**src/rtl/xphy_link_monitor_pkg.sv**
```systemverilog
// Shared types and helpers for the 10GBASE-R link supervisor.
// Holds the per-port FSM encoding and the XGMII start-of-frame decode.
package xphy_link_monitor_pkg;

    typedef enum logic [1:0] {
        ST_DOWN      = 2'd0,
        ST_UP_PEND   = 2'd1,
        ST_UP        = 2'd2,
        ST_DOWN_PEND = 2'd3
    } link_state_e;

    localparam logic [7:0] XGMII_START = 8'hFB;

    // A frame can only start on lane 0 or lane 4 of a 64-bit XGMII word.
    function automatic logic sof_detect(
        input logic [7:0] rxd_l0,
        input logic       rxc_l0,
        input logic [7:0] rxd_l4,
        input logic       rxc_l4
    );
        return (rxc_l0 && (rxd_l0 == XGMII_START)) ||
               (rxc_l4 && (rxd_l4 == XGMII_START));
    endfunction

endpackage

```
**src/rtl/xphy_link_monitor_if.sv**
```systemverilog
// Bundle of the per-port PHY/XGMII inputs and the link/LED/flap outputs.
// The master drives status and receive data; the monitor is the slave.
interface xphy_link_monitor_if #(
    parameter int NPORTS = 4,
    parameter int FLAP_W = 16
);
    logic [8*NPORTS-1:0]      xphy_status;
    logic [64*NPORTS-1:0]     xgmii_rxd;
    logic [8*NPORTS-1:0]      xgmii_rxc;
    logic                     clr_flaps;
    logic [NPORTS-1:0]        link_up;
    logic [NPORTS-1:0]        led;
    logic [FLAP_W*NPORTS-1:0] flap_count;

    modport master (
        output xphy_status, xgmii_rxd, xgmii_rxc, clr_flaps,
        input  link_up, led, flap_count
    );

    modport slave (
        input  xphy_status, xgmii_rxd, xgmii_rxc, clr_flaps,
        output link_up, led, flap_count
    );
endinterface

```
**src/rtl/xphy_link_monitor_ch.sv**
```systemverilog
// One port of the link supervisor: block-lock debounce FSM, flap counter
// and the activity-blink timer that drives the port LED.
//
// state        | meaning
// -------------+---------------------------------------------------------
// ST_DOWN      | link down, waiting for block lock
// ST_UP_PEND   | lock seen, counting stable-high cycles before declaring up
// ST_UP        | link qualified up
// ST_DOWN_PEND | lock lost, counting stable-low cycles before declaring down
module xphy_link_monitor_ch
    import xphy_link_monitor_pkg::*;
#(
    parameter int DEBOUNCE_CYCLES = 156250,
    parameter int ACT_CYCLES      = 7812500,
    parameter int FLAP_W          = 16
) (
    input  logic              sys_clk,
    input  logic              sys_rst_n,
    input  logic              i_lock,
    input  logic              i_sof,
    input  logic              i_clr_flaps,
    output logic              o_link_up,
    output logic              o_led,
    output logic [FLAP_W-1:0] o_flap_count
);

    localparam int DW = $clog2(DEBOUNCE_CYCLES + 1);
    localparam int AW = $clog2(2*ACT_CYCLES + 1);
    localparam logic [DW-1:0] DCNT_LAST = DW'(DEBOUNCE_CYCLES - 1);
    localparam logic [AW-1:0] ACNT_LOAD = AW'(2*ACT_CYCLES);
    localparam logic [AW-1:0] ACNT_HALF = AW'(ACT_CYCLES);

    link_state_e       r_state, w_state_nxt;
    logic [DW-1:0]     r_dcnt, w_dcnt_nxt;
    logic [AW-1:0]     r_acnt;
    logic [FLAP_W-1:0] r_flap_count;
    logic              r_flap_inc;
    logic              r_link_up;
    logic              r_led;
    logic              w_flap_evt;
    logic              w_up;
    logic              w_up_nxt;

    always_ff @(posedge sys_clk or negedge sys_rst_n) begin
        if (!sys_rst_n) begin
            r_state <= ST_DOWN;
            r_dcnt  <= '0;
        end else begin
            r_state <= w_state_nxt;
            r_dcnt  <= w_dcnt_nxt;
        end
    end

    always_comb begin
        w_state_nxt = r_state;
        w_dcnt_nxt  = r_dcnt;
        w_flap_evt  = 1'b0;
        case (r_state)
            ST_DOWN: begin
                if (i_lock) begin
                    w_state_nxt = ST_UP_PEND;
                    w_dcnt_nxt  = '0;
                end
            end
            ST_UP_PEND: begin
                if (!i_lock)                  w_state_nxt = ST_DOWN;
                else if (r_dcnt == DCNT_LAST) w_state_nxt = ST_UP;
                else                          w_dcnt_nxt  = r_dcnt + 1'b1;
            end
            ST_UP: begin
                if (!i_lock) begin
                    w_state_nxt = ST_DOWN_PEND;
                    w_dcnt_nxt  = '0;
                end
            end
            ST_DOWN_PEND: begin
                if (i_lock) begin
                    w_state_nxt = ST_UP;
                end else if (r_dcnt == DCNT_LAST) begin
                    w_state_nxt = ST_DOWN;
                    w_flap_evt  = 1'b1;
                end else begin
                    w_dcnt_nxt  = r_dcnt + 1'b1;
                end
            end
            default: w_state_nxt = ST_DOWN;
        endcase
    end

    assign w_up     = (r_state == ST_UP) || (r_state == ST_DOWN_PEND);
    assign w_up_nxt = (w_state_nxt == ST_UP) || (w_state_nxt == ST_DOWN_PEND);

    // The flap increment lands one edge after the FSM reaches DOWN so it lines
    // up with the link_up fall; a clear on either edge cancels it.
    always_ff @(posedge sys_clk or negedge sys_rst_n) begin
        if (!sys_rst_n) begin
            r_link_up    <= 1'b0;
            r_led        <= 1'b0;
            r_flap_inc   <= 1'b0;
            r_flap_count <= '0;
            r_acnt       <= '0;
        end else begin
            r_link_up  <= w_up;
            r_led      <= w_up && (r_acnt <= ACNT_HALF);
            r_flap_inc <= w_flap_evt && !i_clr_flaps;
            if (i_clr_flaps)
                r_flap_count <= '0;
            else if (r_flap_inc && !(&r_flap_count))
                r_flap_count <= r_flap_count + 1'b1;
            if (!w_up_nxt)
                r_acnt <= '0;
            else if (r_acnt != '0)
                r_acnt <= r_acnt - 1'b1;
            else if (i_sof && w_up)
                r_acnt <= ACNT_LOAD;
        end
    end

    assign o_link_up    = r_link_up;
    assign o_led        = r_led;
    assign o_flap_count = r_flap_count;

endmodule

```
**src/rtl/xphy_link_monitor.sv**
```systemverilog
// N-port 10GBASE-R link supervisor: slices the packed per-port buses and
// instantiates one debounce/flap/activity channel per port.
module xphy_link_monitor
    import xphy_link_monitor_pkg::*;
#(
    parameter int NPORTS          = 4,
    parameter int DEBOUNCE_CYCLES = 156250,
    parameter int ACT_CYCLES      = 7812500,
    parameter int FLAP_W          = 16
) (
    input  logic                sys_clk,
    input  logic                sys_rst_n,
    xphy_link_monitor_if.slave  bus
);

    logic [NPORTS-1:0]        w_sof;
    logic [NPORTS-1:0]        w_link_up;
    logic [NPORTS-1:0]        w_led;
    logic [FLAP_W*NPORTS-1:0] w_flap_count;
    logic                     w_unused_bits;

    for (genvar p = 0; p < NPORTS; p++) begin : g_port
        assign w_sof[p] = sof_detect(bus.xgmii_rxd[64*p +: 8],    bus.xgmii_rxc[8*p],
                                     bus.xgmii_rxd[64*p+32 +: 8], bus.xgmii_rxc[8*p+4]);

        xphy_link_monitor_ch #(
            .DEBOUNCE_CYCLES (DEBOUNCE_CYCLES),
            .ACT_CYCLES      (ACT_CYCLES),
            .FLAP_W          (FLAP_W)
        ) u_ch (
            .sys_clk      (sys_clk),
            .sys_rst_n    (sys_rst_n),
            .i_lock       (bus.xphy_status[8*p]),
            .i_sof        (w_sof[p]),
            .i_clr_flaps  (bus.clr_flaps),
            .o_link_up    (w_link_up[p]),
            .o_led        (w_led[p]),
            .o_flap_count (w_flap_count[FLAP_W*p +: FLAP_W])
        );
    end

    assign bus.link_up    = w_link_up;
    assign bus.led        = w_led;
    assign bus.flap_count = w_flap_count;

    // Only block-lock and the lane-0/lane-4 start bytes matter here.
    assign w_unused_bits = ^{bus.xphy_status, bus.xgmii_rxd, bus.xgmii_rxc};

endmodule

```
**src/flat_wrapper.sv**
```systemverilog
// flat-port wrapper written by rule: the top's interface ports become plain ports
module xphy_link_monitor_flat import xphy_link_monitor_pkg::*;
#(
    parameter int NPORTS          = 4,
    parameter int DEBOUNCE_CYCLES = 156250,
    parameter int ACT_CYCLES      = 7812500,
    parameter int FLAP_W          = 16
)
  (sys_clk, sys_rst_n, bus_xphy_status, bus_xgmii_rxd, bus_xgmii_rxc, bus_clr_flaps, bus_link_up, bus_led, bus_flap_count);
  xphy_link_monitor_if #(.NPORTS(NPORTS), .FLAP_W(FLAP_W)) bus_i ();
  input  logic sys_clk;
  input  logic sys_rst_n;
  input wire logic [$bits(bus_i.xphy_status)-1:0] bus_xphy_status;
  input wire logic [$bits(bus_i.xgmii_rxd)-1:0] bus_xgmii_rxd;
  input wire logic [$bits(bus_i.xgmii_rxc)-1:0] bus_xgmii_rxc;
  input wire logic [$bits(bus_i.clr_flaps)-1:0] bus_clr_flaps;
  output wire logic [$bits(bus_i.link_up)-1:0] bus_link_up;
  output wire logic [$bits(bus_i.led)-1:0] bus_led;
  output wire logic [$bits(bus_i.flap_count)-1:0] bus_flap_count;
  assign bus_i.xphy_status = bus_xphy_status;
  assign bus_i.xgmii_rxd = bus_xgmii_rxd;
  assign bus_i.xgmii_rxc = bus_xgmii_rxc;
  assign bus_i.clr_flaps = bus_clr_flaps;
  assign bus_link_up = bus_i.link_up;
  assign bus_led = bus_i.led;
  assign bus_flap_count = bus_i.flap_count;
  xphy_link_monitor #(.NPORTS(NPORTS), .DEBOUNCE_CYCLES(DEBOUNCE_CYCLES), .ACT_CYCLES(ACT_CYCLES), .FLAP_W(FLAP_W)) u_core (.sys_clk(sys_clk), .sys_rst_n(sys_rst_n), .bus(bus_i));
endmodule
```
**config.mk**
```make
export PLATFORM = sky130hd
export DESIGN_NAME = xphy_link_monitor_flat
export DESIGN_NICKNAME = d
export VERILOG_FILES = /design/src/rtl/xphy_link_monitor_pkg.sv /design/src/rtl/xphy_link_monitor_if.sv /design/src/rtl/xphy_link_monitor_ch.sv /design/src/rtl/xphy_link_monitor.sv /design/src/flat_wrapper.sv
export SDC_FILE = /design/constraint.sdc
export NUM_CORES = 1
export LEC_CHECK = 0
export CORE_ASPECT_RATIO = 1.5
export CORE_MARGIN = 10
export CORE_UTILIZATION = 52
export CTS_BUF_LIST = sky130_fd_sc_hd__clkbuf_16
export DETAILED_ROUTE_END_ITERATION = 12
export GPL_ROUTABILITY_DRIVEN = 0
export PLACE_DENSITY_LB_ADDON = 0.05
export SLEW_MARGIN = 5
export SYNTH_ARGS = -nofsm -noshare
export SYNTH_HDL_FRONTEND = slang
export SYNTH_SLANG_ARGS = --single-unit
```
**constraint.sdc**
```tcl
create_clock -name sys_clk -period 5.4 [get_ports sys_clk]
set_input_delay 1.62 -clock sys_clk [delete_from_list [all_inputs] [get_ports sys_clk]]
set_output_delay 1.62 -clock sys_clk [all_outputs]
set_load 0.01 [all_outputs]
```
==> reports/results.ini, run 1 <==
[yosys]
top_cell_area_share_pct=45.9
synthAoiAreaFrac_pct=11.0
synth.area.top_cells=dfrtp_1 (46%), xnor2_1 (5.1%), xor2_1 (4.7%), nor2_1 (4.3%), nor3_1 (3.2%)
yosysWarnings=0
synth-seq-area-share_pct=45.9
synthCells=1476
adder_share_pct=1.82
syn_nets=1819
yosys-stat-area_um2=13700
synth_area_um2=13700
mux_share_pct=0.510
yosys_cells=1476
edf_count=0
synthTopCellsByCount=dfrtp_1 (252), nor2_1 (156), nand2_1 (115)
ys.flop_type=dfrtp_1
syn_area_per_cell_um2=9.30
synth-async-reset-ratio_pct=100
logic_family=simple AND/OR/NAND/NOR gates

[final_timing]
fin_skew_ps=14.2
hold_viol_final=0
worst_pin_slew_ps=1170
fin_crit_sh_pct=65.0
setup_viol=0
whs_ps=539
tns_ps=0
relSlewSlack_pct=20.0

[min_path]
hold_path_depth=2
min-delay-start=u_core.g_port[2].u_ch.r_dcnt[14]

[place]
placed_cell_area_um2=15500
portBuffers=150
dp.cells=1906
hpwl_um=23400

[setup_path]
setup.worst_path.start=u_core.g_port[3].u_ch.r_acnt[10]
path_max_fanout=14
cp_num_cells=5
reg2reg_from=u_core.g_port[3].u_ch.r_acnt[10]
r2r_end=u_core.g_port[3].u_ch.r_acnt[9]
cp-end-kind=flop
worst_r2r_path_depth=5
cp-endpoint=u_core.g_port[3].u_ch.r_acnt[9]
crit_path_frequent_cell=or4_1
crit_slowest_cell=or4_1
cp_slowest_stage_delay_ps=900
cp_cell_sequence=or4_4, or4_1, or4_1, o32ai_4, a211oi_1
crit_path_start_kind=flop
critPathTopFamily=simple AND/OR/NAND/NOR gates

[cells_and_area]
finish.utilization_pct=62.8
syn_to_final_growth_pct=18.6
finish.instance_area_um2=16300
drive_gt1_share_pct=4.45

[power]
p_clk_share_pct=29.7
p_sw_mw=2.00
internal_power_mw=3.84
seqPwrFrac_pct=42.0
p_total_mw=5.84
combPwrFrac_pct=28.2
powerSeq_mw=2.46
p_leak_nw=6.81
switching_share_pct=34.3
maxPowerGroup=sequential cells
p_per_area_nw_per_um2=359

[global_route]
antenna_found_initial=1
grt.total_usage_pct=19.2
grt_pass1_vias=11600
met2_usage_pct=35.1

[clocking]
clk_pin_slew_ps=60
cts_setup_buffers=0
clk_latency_ps=530
clkSinkCount=252
holdBufCountCts=0
cts_buffer_depth=3
cts_tree=yes

[die]
die_h_um=219
row_count=72
die_w_um=153
initCoreUtil_pct=52.9

[detailed_routing]
drc=0
top_layer_used=met5
drt_iter0_markers=510
viasPerCell=5.93
wl_met3_um=1430
routed-wl-met2_um=17200
wl_per_cell_um=16.9
wl_met1_um=13800

[flow_run]
warning_count=280

[status]
status=completed

==> run 1: state kept, by name, summed over array words and instances, names as in the netlist <==
signal / flops
u_core.g_port.u_ch.r_state: 8
u_core.g_port.u_ch.r_flap_inc: 4
u_core.g_port.u_ch.o_flap_count: 64
u_core.g_port.u_ch.o_led: 4
u_core.g_port.u_ch.r_dcnt: 72
u_core.g_port.u_ch.o_link_up: 4
u_core.g_port.u_ch.r_acnt: 96
==> run 1: final cells by class <==
type                       count  area (µm²)  share of cell area [%]
tap                          333         417                    2.56
clock inverter                19         138                   0.845
timing repair buffer         164        1610                    9.86
clock buffer                  27         676                    4.15
multi-input combinational   1117        6990                    42.9
sequential                   252        6310                    38.7
inverter                      40         150                   0.922
==> run 1: tightest hold or removal path: stages, from the launching register on <==
cell	delay, ps
dfrtp_1	360
xor2_1	70
nor2_1	70
Fig. 1: run 1, metal layers overlaid
Scale: 1.5 px per µm. Two of the layers only.
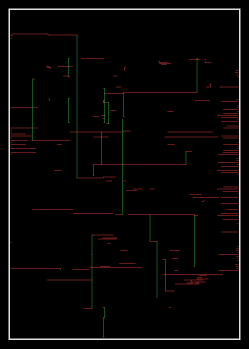
[red] M3 | wire length: 1430 µm
[green] M4 | wire length: 523 µm

Fig. 2: run 1, selected gate families
Scale: 1.5 px per µm.
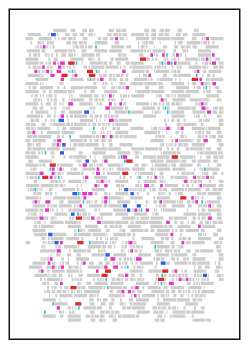
[magenta] and/or cells | cells: 119 | most used: and3_1 | where: all over the die
[blue] non-inverting ao/oa cells | cells: 18
[cyan] inv cells | cells: 40 | most used: inv_1
[red] fa/ha/maj cells | cells: 20 | most used: ha_1

Fig. 3: run 1, wiring heat map
Scale: 1 px per µm. 15 x 22 tiles, from dark purple (low) to yellow (high), scaled to the fullest tile. Values are wire area over tile area, all layers added.
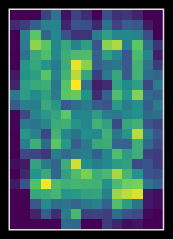
nearly empty tiles: 10%
mean over tiles: 0.15
emptiest ninth of the die: south-west
tiles over half the peak: 35%

==> run 1 -> run 2 <==
--- a/config.mk
+++ b/config.mk
@@ -7,7 +7,7 @@
 export LEC_CHECK = 0
 export CORE_ASPECT_RATIO = 1.5
 export CORE_MARGIN = 10
-export CORE_UTILIZATION = 52
+export CORE_UTILIZATION = 49
 export CTS_BUF_LIST = sky130_fd_sc_hd__clkbuf_16
 export DETAILED_ROUTE_END_ITERATION = 12
 export GPL_ROUTABILITY_DRIVEN = 0
==> constraint.sdc (replaced) <==
create_clock -name sys_clk -period 3.3 [get_ports sys_clk]
set_input_delay 0.99 -clock sys_clk [delete_from_list [all_inputs] [get_ports sys_clk]]
set_output_delay 0.99 -clock sys_clk [all_outputs]
set_load 0.01 [all_outputs]
Fig. 4: run 2, layout detail
Window x 63 to 93, y 98 to 128 µm. Cells in gray, sequential cells in the stronger gray; small squares are vias.
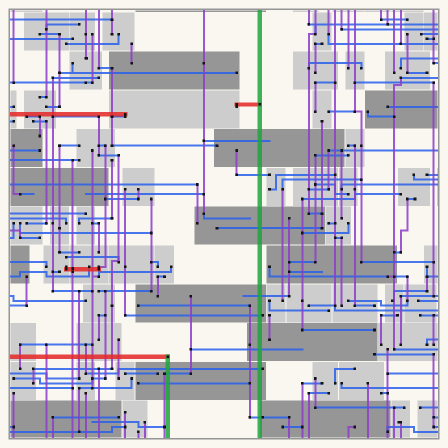
[purple] M2
[blue] M1
[red] M3
[green] M4
most frequent: dfrtp_1 (11), nor2_1 (8)
cells with their middle in the window: 54
sequential cells in the window: 11
netlist names of flops here include: u_core.g_port.u_ch.r_dcnt (10), u_core.g_port.u_ch.r_state (1)

Fig. 5: run 2, wiring heat map
Scale: 1 px per µm. 16 x 23 tiles, from dark purple (low) to yellow (high), scaled to the fullest tile. Values are wire area over tile area, all layers added.
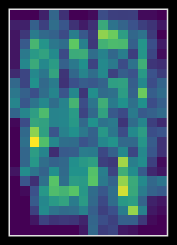
tiles over half the peak: 20%
emptiest ninth of the die: south-west
nearly empty tiles: 8.2%
fullest tile: 0.45
mean over tiles: 0.15

==> reports/results.ini, run 2 <==
[status]
status=completed

[flow_run]
warning_count=278  ; -0.71%

[setup_path]
reg2reg_from=u_core.g_port[3].u_ch.r_acnt[10]
cp-end-kind=flop
setup.worst_path.start=u_core.g_port[3].u_ch.r_acnt[10]
cp_slowest_stage_delay_ps=730  ; -170 ps
crit_slowest_cell=or4_1

[yosys]
mux_share_pct=0.510  ; unchanged
yosysWarnings=0  ; unchanged
yosys-stat-area_um2=13700  ; unchanged
synth-seq-area-share_pct=45.9  ; unchanged
syn_area_per_cell_um2=9.30  ; unchanged
synthCells=1476  ; unchanged
yosys_cells=1476  ; unchanged
synthAoiAreaFrac_pct=11.0  ; unchanged

[detailed_routing]
wl_met3_um=1590  ; +11%
drc=0  ; unchanged
top_layer_used=met4
wl_per_cell_um=16.8  ; -0.55%
wl_met1_um=14100  ; +2.2%
viasPerCell=5.81  ; -2.1%

[cells_and_area]
largest_reg_flops=96  ; unchanged
syn_to_final_growth_pct=21.1
flop_area_um2=6310  ; unchanged
regMostFlops=u_core.g_port.u_ch.r_acnt

[power]
combPwrFrac_pct=29.5  ; +1.3 points
p_sw_mw=3.35  ; +67%
seqPwrFrac_pct=40.6  ; -1.4 points
p_total_mw=9.89  ; +69%
maxPowerGroup=sequential cells
internal_power_mw=6.54  ; +70%
p_per_area_nw_per_um2=594  ; +66%

[place]
dp.cells=1950  ; +2.3%
hpwl_um=23800  ; +1.7%

[global_route]
antenna_found_initial=0  ; -1

[final_timing]
setup_viol=0  ; unchanged
fin_crit_sh_pct=89.9  ; +25 points

[clocking]
cts_tree=yes
clk_latency_ps=540  ; about the same
clkSinkCount=252  ; unchanged
cts_buffer_depth=3  ; unchanged
holdBufCountCts=0  ; unchanged
clk_pin_slew_ps=60  ; about the same

[die]
row_count=75  ; +4.2%
die_w_um=157  ; +2.6%
die_h_um=225  ; +2.7%
initCoreUtil_pct=49.4  ; -3.5 points

==> run 2: path summary, 6_finish.rpt <==
check | endpoint | cells after the start
worst min register to register | u_core.g_port[2].u_ch.r_dcnt[14] | 2
min in group sys_clk | u_core.g_port[2].u_ch.r_dcnt[14] | 2
worst max-delay path | u_core.g_port[3].u_ch.r_acnt[5] | 6
worst min-delay path | u_core.g_port[3].u_ch.o_flap_count[5] | 1
max in group asynchronous | u_core.g_port[2].u_ch.r_acnt[4] | 2
worst max register to register | u_core.g_port[3].u_ch.r_acnt[5] | 6
==> run 2: cell type report <==
type	instances	area share [%]
clock buffers	27	4.06
inverters	40	0.903
repair buffers	195	11.4
clock inverters	21	1.05
flip-flops and latches	252	37.9
multi-input cells	1117	42.0
well taps	346	2.60
==> run 2 -> run 3 <==
--- a/config.mk
+++ b/config.mk
@@ -7,7 +7,7 @@
 export LEC_CHECK = 0
 export CORE_ASPECT_RATIO = 1.5
 export CORE_MARGIN = 10
-export CORE_UTILIZATION = 49
+export CORE_UTILIZATION = 44
 export CTS_BUF_LIST = sky130_fd_sc_hd__clkbuf_16
 export DETAILED_ROUTE_END_ITERATION = 12
 export GPL_ROUTABILITY_DRIVEN = 0
==> constraint.sdc (replaced) <==
create_clock -name sys_clk -period 2.7 [get_ports sys_clk]
set_input_delay 0.81 -clock sys_clk [delete_from_list [all_inputs] [get_ports sys_clk]]
set_output_delay 0.81 -clock sys_clk [all_outputs]
set_load 0.01 [all_outputs]
Fig. 6: run 3, selected gate families
Scale: 1.5 px per µm.
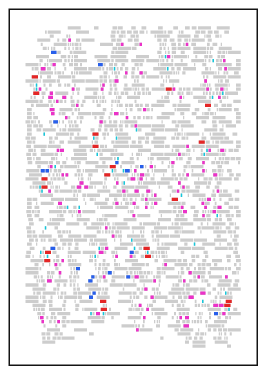
[red] fa/ha/maj cells | cells: 20 | most used: ha_1
[blue] non-inverting ao/oa cells | cells: 18
[cyan] inv cells | cells: 40 | most used: inv_1
[magenta] and/or cells | cells: 119 | most used: and3_1 | where: all over the die

Fig. 7: run 3, cell outlines without signal wires
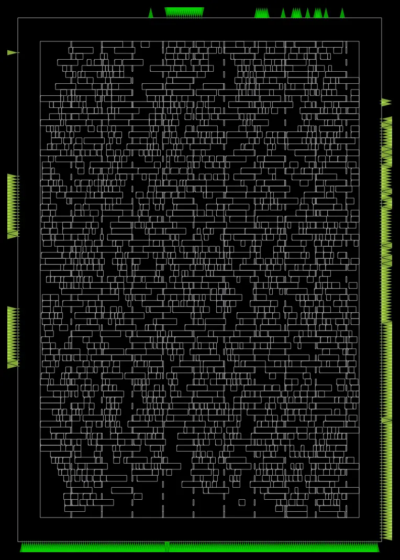
num rows: 79
Core Util, Final: 55.5%

==> reports/results.ini, run 3 <==
[detailed_routing]
dr.pass1.iters=4
wl_met1_um=15200  ; +7.7%
wl_met3_um=1440  ; -9.2%
viasPerCell=5.56  ; -4.2%
drc=0  ; unchanged
top_layer_used=met4
wl_per_cell_um=16.4  ; -2.3%

[final_timing]
fin_skew_ps=31.5
worst_slack_ps=99.8
fin_crit_ps=2600
setup_viol=0  ; unchanged
fin_crit_sh_pct=96.3  ; +6.4 points

[cells_and_area]
logic_gate_count=1117  ; unchanged
largest_class=multi-input combinational cells
sh_comb_area_pct=40.8  ; -1.2 points
largest_reg_flops=96  ; unchanged
flop_area_um2=6310  ; unchanged
buffers=248  ; +27%
flops=252  ; unchanged
inv_count=40  ; unchanged
seq_share_pct=36.8  ; -1.2 points
syn_to_final_growth_pct=24.9
clock_area_share_pct=5.11  ; about the same
nonClkBufAreaFrac_pct=13.5  ; +2.0 points
final_cell_mix=dfrtp_1 (252), nor2_1 (156), clkdlybuf4s50_1 (148), nand2_1 (115), buf_4 (92)
fin_nets=2029
nClkBuffers=27  ; unchanged
drive_gt1_share_pct=9.50
regMostFlops=u_core.g_port.u_ch.r_acnt

[setup_path]
crit_slowest_cell=or4_4
worst_r2r_path_depth=6  ; unchanged
cp_slowest_stage_delay_ps=590  ; -140 ps
rrSetupSlack_ps=100
cp-endpoint=u_core.g_port[3].u_ch.r_acnt[17]
setup.worst_path.start=u_core.g_port[3].u_ch.r_acnt[13]
r2r_end=u_core.g_port[3].u_ch.r_acnt[17]
cp-end-kind=flop
reg2reg_from=u_core.g_port[3].u_ch.r_acnt[13]

[yosys]
syn_area_per_cell_um2=9.30  ; unchanged
yosysWarnings=0  ; unchanged
yosys_cells=1476  ; unchanged
synthCells=1476  ; unchanged
yosys-stat-area_um2=13700  ; unchanged
top_cell_area_share_pct=45.9

[power]
maxPowerGroup=sequential cells
p_per_area_nw_per_um2=731  ; +23%
seqPwrFrac_pct=38.2  ; -2.4 points
p_sw_mw=4.21  ; +25%
internal_power_mw=8.34  ; +28%
combPwrFrac_pct=32.0  ; +2.5 points
powerSeq_mw=4.79
p_total_mw=12.5  ; +27%

[place]
place_ws_ps=-191
dp.cells=2062  ; +5.7%
hpwl_um=25000  ; +5.3%

[die]
die_w_um=164  ; +4.8%
ios=395
initCoreUtil_pct=44.4  ; -5.1 points
die_h_um=236  ; +5.0%
n_tap_cell=405  ; +17%

[global_route]
busiest_layer=met2
antenna_found_initial=0  ; unchanged

[clocking]
clkSinkCount=252  ; unchanged
cts_buffer_depth=3  ; unchanged
clk_latency_ps=560  ; +20 ps
cts_tree=yes

[flow_run]
warning_count=279  ; +0.36%

[status]
status=completed

-- run 3: cell count changes in the layout (fill, tap and decap cells not counted), sizes merged --
cell | before | now
clkinv | 11 | 8
clkinvlp | 2 | 1
buf | 47 | 100
inv | 45 | 49
bufinv | 3 | 4
-- run 3: timing repair --
item                                    CTS  global route
gates resized                             0             1
endpoints found under the setup margin    0             6
hold buffers                              0             0
-- run 3: worst max-delay path: cells and delay by family, from the launching register on --
kind	cells	cell delay, ps
buffers and inverters	1	180
and+or+nand+nor	3	1570
AOI/OAI and AO/OA	2	320
DFF	1	410
-- run 3: cells by family after synthesis --
group	share of synthesized area, %
AOI/OAI and AO/OA	11.0
muxes	0.510
adders and majority gates	1.82
buffers and inverters	3.29
and+or+nand+nor	27.7
DFF	45.9
xor gates and xnor gates	9.82
